$ cat config.mk
export PLATFORM = sky130hd
export DESIGN_NAME = digitron_scan_driver
export DESIGN_NICKNAME = d
export VERILOG_FILES = /design/src/rtl/digitron_scan_driver.sv
export SDC_FILE = /design/constraint.sdc
export NUM_CORES = 1
export LEC_CHECK = 0
export CORE_UTILIZATION = 60
export CTS_CLUSTER_DIAMETER = 200
export DETAILED_ROUTE_END_ITERATION = 16
export PLACE_DENSITY = 0.81
export SLEW_MARGIN = 20
export SYNTH_ARGS = -nofsm -noshare
export SYNTH_HDL_FRONTEND = slang
export SYNTH_SLANG_ARGS = --single-unit
$ cat constraint.sdc
create_clock -name clk -period 3 [get_ports clk]
set_input_delay 0.75 -clock clk [delete_from_list [all_inputs] [get_ports clk]]
set_output_delay 0.75 -clock clk [all_outputs]
set_load 0.03 [all_outputs]
$ cat src/rtl/digitron_scan_driver.sv
// Six-digit multiplexed 7-segment driver: sequential double-dabble conversion of a
// 20-bit value, leading-zero blanking, decimal points and a blinking cursor digit.
module digitron_scan_driver #(
  parameter int SCAN_DIV       = 50000,
  parameter int BLINK_DIV      = 12500000,
  parameter bit SEG_ACTIVE_LOW = 1'b1,
  parameter bit DIG_ACTIVE_LOW = 1'b1
) (
  input  logic        clk,
  input  logic        rst,
  input  logic [19:0] number_in,
  input  logic [5:0]  blink_mask,
  input  logic [5:0]  point_mask,
  output logic [7:0]  seg_out,
  output logic [5:0]  dig_sel,
  output logic        overflow
);

  localparam int SCAN_W  = (SCAN_DIV > 1) ? $clog2(SCAN_DIV) : 1;
  localparam int BLINK_W = (BLINK_DIV > 1) ? $clog2(BLINK_DIV) : 1;
  localparam logic [SCAN_W-1:0]  SCAN_LAST  = SCAN_W'(SCAN_DIV - 1);
  localparam logic [BLINK_W-1:0] BLINK_LAST = BLINK_W'(BLINK_DIV - 1);

  localparam logic [1:0] ST_IDLE   = 2'd0;
  localparam logic [1:0] ST_SHIFT  = 2'd1;
  localparam logic [1:0] ST_UPDATE = 2'd2;

  logic [1:0]         state_r;
  logic [19:0]        conv_src_r;
  logic [19:0]        shift_r;
  logic [27:0]        bcd_r;
  logic [4:0]         bit_cnt_r;
  logic [23:0]        disp_bcd_r;
  logic [SCAN_W-1:0]  scan_cnt_r;
  logic [2:0]         idx_r;
  logic [BLINK_W-1:0] blink_cnt_r;
  logic               blink_ph_r;

  logic [27:0] bcd_adj_s;
  logic [3:0]  digit_s [6];
  logic [5:0]  lead_blank_s;
  logic [7:0]  seg_next_s;
  logic [5:0]  dig_next_s;

  function automatic logic [27:0] dabble_adjust(input logic [27:0] bcd);
    logic [27:0] res;
    res = bcd;
    for (int n = 0; n < 7; n++) begin
      if (bcd[n*4 +: 4] >= 4'd5) begin
        res[n*4 +: 4] = bcd[n*4 +: 4] + 4'd3;
      end else begin
        res[n*4 +: 4] = bcd[n*4 +: 4];
      end
    end
    return res;
  endfunction

  function automatic logic [6:0] seg7(input logic [3:0] d);
    case (d)
      4'd0:    seg7 = 7'h3F;
      4'd1:    seg7 = 7'h06;
      4'd2:    seg7 = 7'h5B;
      4'd3:    seg7 = 7'h4F;
      4'd4:    seg7 = 7'h66;
      4'd5:    seg7 = 7'h6D;
      4'd6:    seg7 = 7'h7D;
      4'd7:    seg7 = 7'h07;
      4'd8:    seg7 = 7'h7F;
      4'd9:    seg7 = 7'h6F;
      default: seg7 = 7'h00;
    endcase
  endfunction

  // Add-3 correction applied to the accumulator before each shift
  always_comb begin
    bcd_adj_s = dabble_adjust(bcd_r);
  end

  // Conversion FSM; the 7th BCD digit flags values above 999999
  always_ff @(posedge clk) begin
    if (rst) begin
      state_r    <= ST_IDLE;
      conv_src_r <= 20'd0;
      shift_r    <= 20'd0;
      bcd_r      <= 28'd0;
      bit_cnt_r  <= 5'd0;
      disp_bcd_r <= 24'd0;
      overflow   <= 1'b0;
    end else begin
      case (state_r)
        ST_IDLE: begin
          if (number_in != conv_src_r) begin
            conv_src_r <= number_in;
            shift_r    <= number_in;
            bcd_r      <= 28'd0;
            bit_cnt_r  <= 5'd0;
            state_r    <= ST_SHIFT;
          end
        end
        ST_SHIFT: begin
          bcd_r     <= {bcd_adj_s[26:0], shift_r[19]};
          shift_r   <= {shift_r[18:0], 1'b0};
          bit_cnt_r <= bit_cnt_r + 5'd1;
          if (bit_cnt_r == 5'd19) begin
            state_r <= ST_UPDATE;
          end
        end
        ST_UPDATE: begin
          if (bcd_r[27:24] != 4'd0) begin
            disp_bcd_r <= 24'h999999;
            overflow   <= 1'b1;
          end else begin
            disp_bcd_r <= bcd_r[23:0];
            overflow   <= 1'b0;
          end
          state_r <= ST_IDLE;
        end
        default: state_r <= ST_IDLE;
      endcase
    end
  end

  // Digit dwell counter and scan index
  always_ff @(posedge clk) begin
    if (rst) begin
      scan_cnt_r <= '0;
      idx_r      <= 3'd0;
    end else if (scan_cnt_r == SCAN_LAST) begin
      scan_cnt_r <= '0;
      idx_r      <= (idx_r == 3'd5) ? 3'd0 : idx_r + 3'd1;
    end else begin
      scan_cnt_r <= scan_cnt_r + 1'b1;
    end
  end

  // Blink half-period counter and phase
  always_ff @(posedge clk) begin
    if (rst) begin
      blink_cnt_r <= '0;
      blink_ph_r  <= 1'b0;
    end else if (blink_cnt_r == BLINK_LAST) begin
      blink_cnt_r <= '0;
      blink_ph_r  <= ~blink_ph_r;
    end else begin
      blink_cnt_r <= blink_cnt_r + 1'b1;
    end
  end

  // Per-digit value and leading-zero blanking (a lit dp at or left of k stops blanking)
  always_comb begin
    logic zero_run;
    logic point_run;
    zero_run  = 1'b1;
    point_run = 1'b0;
    for (int k = 0; k < 6; k++) begin
      digit_s[k]      = disp_bcd_r[(5-k)*4 +: 4];
      zero_run        = zero_run & (digit_s[k] == 4'd0);
      point_run       = point_run | point_mask[k];
      lead_blank_s[k] = (k < 5) ? (zero_run & ~point_run) : 1'b0;
    end
  end

  // Segment pattern for the digit currently selected
  always_comb begin
    dig_next_s = 6'd1 << idx_r;
    if (blink_mask[idx_r] && blink_ph_r) begin
      seg_next_s = 8'h00;
    end else begin
      seg_next_s = {point_mask[idx_r], lead_blank_s[idx_r] ? 7'h00 : seg7(digit_s[idx_r])};
    end
  end

  // Output register with pin polarity applied
  always_ff @(posedge clk) begin
    if (rst) begin
      seg_out <= {8{SEG_ACTIVE_LOW}};
      dig_sel <= {6{DIG_ACTIVE_LOW}};
    end else begin
      seg_out <= seg_next_s ^ {8{SEG_ACTIVE_LOW}};
      dig_sel <= dig_next_s ^ {6{DIG_ACTIVE_LOW}};
    end
  end

endmodule

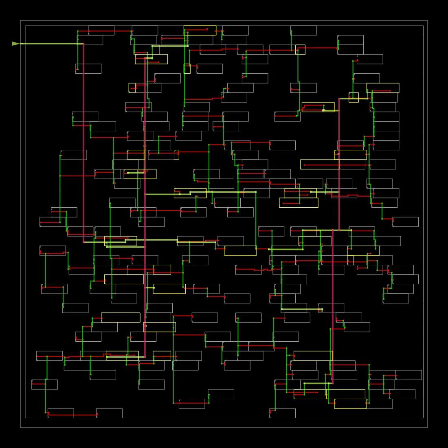
clock_nets.png
# clock sinks: 158
insertion delay at the late pin of the worst-skew pair: 0.43 ns
Worst Skew: 0.008792 ns
sequential cells: 158
Inserted Clock Buffers: 17

==> reports/notes.md <==
• **post-placement cell count** 1035
• **Mapped Nets** 909
• **sequential share of the synthesized area** 40.73%
• **via count of the first global-routing pass** 6487
• **worst endpoint required time** 3.37 ns
• **number of warnings in the stage logs** 38
• **share of Yosys cell area claimed by the top area cell type** 40.73%
• **buffer count from post-CTS setup fixing** 0
• **Horiz. Die Dim** 115.8 um
• **synthesis-to-finish area growth** 16.61%
• **Row Count** 41
• **final design utilization** 71.75%
• **pin count of the biggest net entering global routing** 42
• **Critical Path End Type** flip-flop
• **final worst-path cycle share** 89.09%
• **post-synthesis simple-gate area fraction** 17.76%
• **top comb family, area** AND-OR/OR-AND gates
• **Die Span Y** 115.8 um
• **number of input and output port buffers inserted** 48
• **category of the worst setup path launch point** flip-flop
• **Die ar.** 0.01340 mm2
• **number of cells produced by synthesis** 851
• **share of post-route cells with drive strength above 1** 9.609%
• **ys flops** 158
• **first-pass GRT wire length** 30610 um
• **clock root buffer master** clkbuf_16
• **Core ar.** 0.01262 mm2
• **First DRT Iteration DRCs** 685
• **total net switching power** 1165 uW
• **Yosys top cell by instances** dfxtp_1
• **antenna cell count** 0
• **async set-or-reset flop fraction in the synthesized netlist** 0%
• **Synth top cells by count** dfxtp_1, nor2_1, nand2_1
• **yosys aoi share** 19.67%
• **count of hold-fix buffers inserted at cts** 0
• **yosys cell count** 851
• **CTS tree** done
• **biggest fanout along the worst timing path** 14
• **routed wire length** 18290 um
• **arithmetic-cell share of the synthesized area counting full adders, half adders and majority gates** 3.867%
• **number of synthesized flops with an enable pin** 0
• **via count** 6693
• **peak supply drop** 0.4343 mV
• **classification of the worst setup path** flip-flop to flip-flop
• **cell leakage power** 0.003272 uW
• **Yosys warning count** 0
• **Resized Gates After CTS** 0
• **arrival time of data at the critical path endpoint** 3.05 ns
• **total standard cell area after synthesis** 0.007765 mm2
• **number of nets with antenna violations after detailed routing** 0
• **clock transition time at the flip-flop clock pins of the worst setup and hold paths** 0.06 ns
• **number of distinct standard cells referenced by the synthesized netlist** 56
• **combinational share of power** 8.9%
• **cell type with the largest total area** dfxtp_1
• **final standard cell count with taps included and fillers excluded** 1067
• **DR DRC count** 0
• **H-tree depth** 4
• **total power after layout** 5193 uW
• **core utilization at floorplan** 61.53%
• **post-synth area from yosys stat** 0.007765 mm2
• **transition time at the pin with the least slew margin** 0.7608 ns
• **Maximum Capacitance Violations** 0
• **syn_area_per_cell** 9.124 um2
• **total power density per cell area** 573.4 mW/mm2
• **number of antenna violations at the first check in global routing** 0
• **detail-routed via count per cell** 6.273
• **XOR Share, Synth** 7.896%
• **Post-Route Setup TNS** 0 ns
• **GRT overflow** 0
• **aggregate global-route resource usage** 28.97%
• **most frequently used flop master after synthesis** dfxtp_1
• **RSZ-0062 raised after global routing** false
• **filler cell count** 946
• **Clk pwr share** 47.5%
• **half-perimeter wire length after detailed placement** 12410 um
• **sequential fraction of design power** 43.6%
• **Sw Ratio** 22.44%
• **P_int** 4027 uW
• **run status** finished, final reports clean
• **clock buffer depth** 2
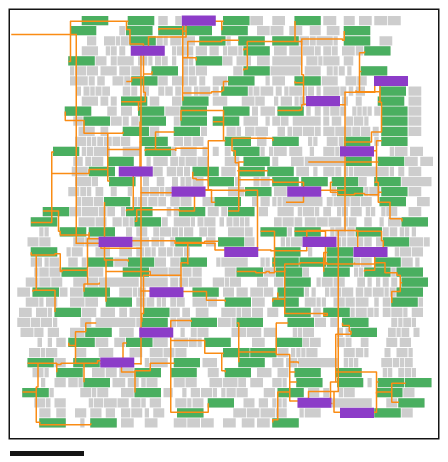
clock_wires.png
Bar = 20 um.
[clock wires] orange | length: 1840 um
[flip-flops] green | count: 158
[clock-net drivers] purple | count: 17
routed clock nets: 18
flops lie: widely spread

-- flip-flops by register name (all words and copies together), names as in the netlist, 2 cells and up --
| signal | flops |
|---|---|
| idx_r | 3 |
| digit_s | 24 |
| conv_src_r | 20 |
| seg_out | 8 |
| state_r | 2 |
| dig_sel | 6 |
| shift_r | 20 |
| scan_cnt_r | 16 |
| blink_cnt_r | 24 |
| bcd_r | 28 |
| bit_cnt_r | 5 |
-- layer usage --
metal / track usage (%) / share of wire [%] / vias to the layer above
met5: 0 / 0 / -
li1: - / - / 3179
met2: 47.50 / 49 / 219
met4: 13.25 / 2.5 / 0
met1: 37.15 / 44 / 3250
met3: 5.335 / 4.9 / 45
-- cell families (layout without fill, tap and decap cells) --
logic type | Yosys count | count (layout)
DFF | 158 | 158
adders and majority gates | 24 | 24
and+or+nand+nor | 281 | 281
xor gates and xnor gates | 70 | 70
muxes | 36 | 36
buffers and inverters | 84 | 128
AOI/OAI and AO/OA | 198 | 198
-- cell usage in the layout (no fill, tap or decap), types with 5 or more instances in the layout --
cell type,n
a211o_1,5
a211oi_1,9
a21o_1,7
a21oi_1,25
a22o_1,17
a22oi_1,14
a31oi_1,16
a32o_1,21
a32oi_1,20
and3_1,9
and4_1,5
buf_4,17
bufinv_16,6
clkbuf_16,17
clkdlybuf4s50_1,47
dfxtp_1,158
ha_1,24
inv_1,27
mux2_2,21
mux2i_1,12
nand2_1,73
nand2b_1,9
nand3_1,19
nand4_1,11
nor2_1,79
nor3_1,27
nor3b_1,21
nor4_1,9
o21ai_0,28
o221a_2,6
o311ai_0,17
xnor2_1,36
xor2_1,34
-- path summary, 6_finish.rpt --
path / from / endpoint / slack, ns / cells past startpoint
max reg2reg: state_r[0] / bcd_r[12] / 0.33 / 5
max: state_r[0] / bcd_r[12] / 0.33 / 5
min: shift_r[16] / shift_r[16] / 0.47 / 1
min reg2reg: shift_r[16] / shift_r[16] / 0.47 / 1
-- worst max-delay path, stage by stage, from the launching register on --
cell     delay, ns
dfxtp_1       0.71
inv_1         0.40
nor2_1        0.65
nand2_1       0.42
nor3_1        0.32
a21o_1        0.11
-- power groups by stage --
stage	logic (uW)	registers, uW	clock network, uW
5_1_grt	503	2270	2590
6_report	462	2260	2470
3_3_place_gp	434	2300	0
4_1_cts	460	2260	2490
3_5_place_dp	453	2300	0
2_1_floorplan	311	2290	0
-- per-stage QoR --
| step | cell area [um2] | setup slack (ns) |
|---|---|---|
| final | 9055 | 0.3272 |
| after global routing | 9055 | 0.1591 |
| after CTS | 9055 | 0.3964 |
| after detailed placement | 8374 | 0.07833 |
| after global placement | 8374 | 0.1489 |
| after floorplan | 7765 | 0.6308 |
-- final cells by class --
class	instances	area [um2]	share of cell area, %
clock inverter	11	210.2	2.321
inverter	29	108.9	1.202
clock buffer	21	470.5	5.196
tap	172	215.2	2.377
sequential	158	3163	34.93
multi-input combinational	609	4244	46.87
timing repair buffer	67	643.1	7.102
Power figures rest on the tool's default switching activity, not on a simulated workload.
